Register map, names as in the netlist:
The bar under the picture is 50 um long.
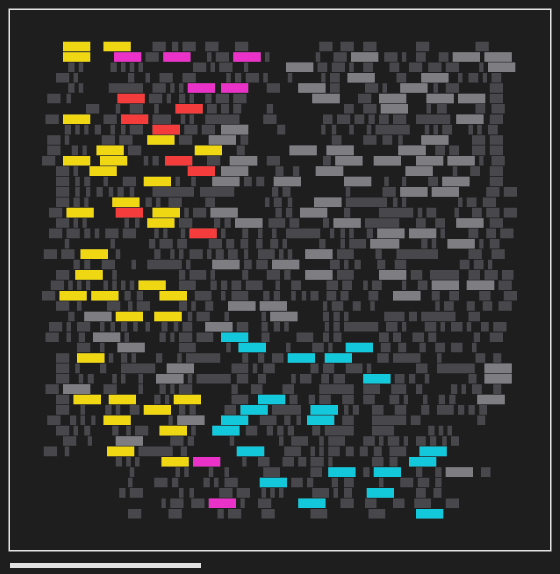
Clock network drawn from the DEF:
The bar under the picture is 50 um long.
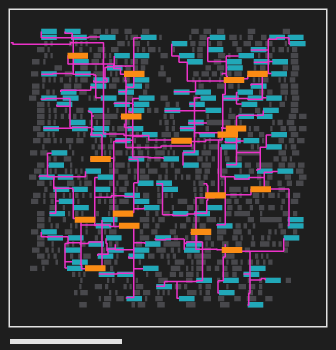
Placed standard cells:
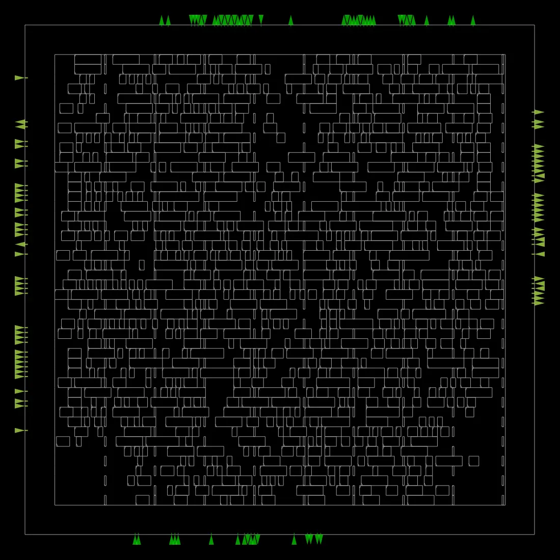
==> config.mk <==
export PLATFORM = sky130hd
export DESIGN_NAME = i2c_reg_ctrl
export DESIGN_NICKNAME = d
export VERILOG_FILES = /design/src/rtl/i2c_pkg.sv /design/src/rtl/i2c_sync_edge.sv /design/src/rtl/i2c_reg_ctrl.sv
export SDC_FILE = /design/constraint.sdc
export NUM_CORES = 1
export LEC_CHECK = 0
export CAP_MARGIN = 20
export CELL_PAD_IN_SITES_DETAIL_PLACEMENT = 1
export CELL_PAD_IN_SITES_GLOBAL_PLACEMENT = 1
export CORE_MARGIN = 8
export CORE_UTILIZATION = 38
export CTS_BUF_LIST = sky130_fd_sc_hd__clkbuf_8 sky130_fd_sc_hd__clkbuf_16
export CTS_CLUSTER_DIAMETER = 60
export DETAILED_ROUTE_END_ITERATION = 7
export PLACE_DENSITY_LB_ADDON = 0.15
export SYNTH_ARGS = -nofsm -noshare
export SYNTH_HDL_FRONTEND = slang
export SYNTH_SLANG_ARGS = --single-unit
==> constraint.sdc <==
create_clock -name clk -period 2.77 [get_ports clk]
set_input_delay 0.554 -clock clk [delete_from_list [all_inputs] [get_ports clk]]
set_output_delay 0.554 -clock clk [all_outputs]
set_load 0.02 [all_outputs]
==> GITHUB_STEP_SUMMARY <==
## Synthesis and layout report

| Metric | Value |
|---|---|
| Run status | finished, final reports clean |
| Worst path cell trace | buf_4 > nor3_4 > and3_1 > clkdlybuf4s50_1 |
| Sequential share of the synthesized area | 45.83% |
| Met2 Use GR | 32.40% |
| CP top delay family | buffers and inverters |
| CP Max Fanout | 16 |
| TNS Setup | 0 ns |
| CTS tree | yes |
| Clock Sink Count | between 100 and 150 |
| Fin Hold WS | between 0.4 and 0.5 ns |
| Most frequent logic cell in the layout | dfxtp_1 |
| Setup WS post-layout | around 0.13 ns |
| Top Metal Used | met4 |
| Clock-pin slew on the worst setup and hold paths | approximately 0.06 ns |
| Worst EP arrival | roughly 2.1 ns |
| Combinational power share | between 10% and 20% |
| Final net count | just under 900 |
| Die X | 141.5 um |
| Hold Crit Depth | 1 |
| Placed cells | 995 |
| Count of tool warnings | 30 |
| Setup crit end kind | output port |
| Longest Clk Path Bufs | 2 |
| Worst Reg-to-Reg Cells | 8 |
| Max-capacitance violation count | 0 |
| Grt total ovfl | 0 |
| Worst hold path class | reg -> reg |
| PwrDens | 639.6 nW/um^2 |
| Fin crit share | 95.42% |
| Buf+Inv Stages, Crit Path | 2 |
| Synth mux share | about 1.8% |
| Synth area leaders | dfxtp_1, nand2_1, a21oi_1 |
| Combinational share of cell area | 37.21% |
| Vias per inst | between 5 and 6 |
| I/O Pins | between 100 and 150 |
| First-pass GRT wire length | about 29000 um |
| Critical path depth in cells | 4 |
| Post-CTS sizing | 5 |
| WL met3 | approximately 780 um |
| Share of cells above drive strength 1 | roughly a tenth |
| Synth cell count leaders | dfxtp_1, nand2_1, nor2_1 |
| DR pass1 iterations | 5 |
| Aoi share | 19.21% |
| Unrepaired setup endpoints after global routing | false |
-- 'register map, names as in the netlist' (at the start) --
name in the netlist	colour	flops
`r_wdog`	cyan	21
`m_data_i`	red	8
`r_wdata`	yellow	32
`m_addr`	magenta	7
not coloured	69
FF/Latch Area: 2744 sq um
flop share of the area: 34.39%
final core occ: 50.97%
Seq. pwr: 2.11 mW

-- 'clock network drawn from the DEF' (at the start) --
[flip-flops] cyan | count: 137
[clock wires] magenta | length: 1850 um
[clock-net drivers] orange | count: 17
routed clock nets	18
flops lie	all over the die
Clk power: 2.34 mW
final setup skew: 0.007752 ns
Clk Latency, worst-skew pair: 0.42 ns
clock power share: 45.9%

-- 'placed standard cells' (at the start) --
seq_cells: 137
Core ar.: 15660 sq um
Well Taps: 216
Layout Cells excl Fill: 1027

Power and IR drop assume default switching activity.
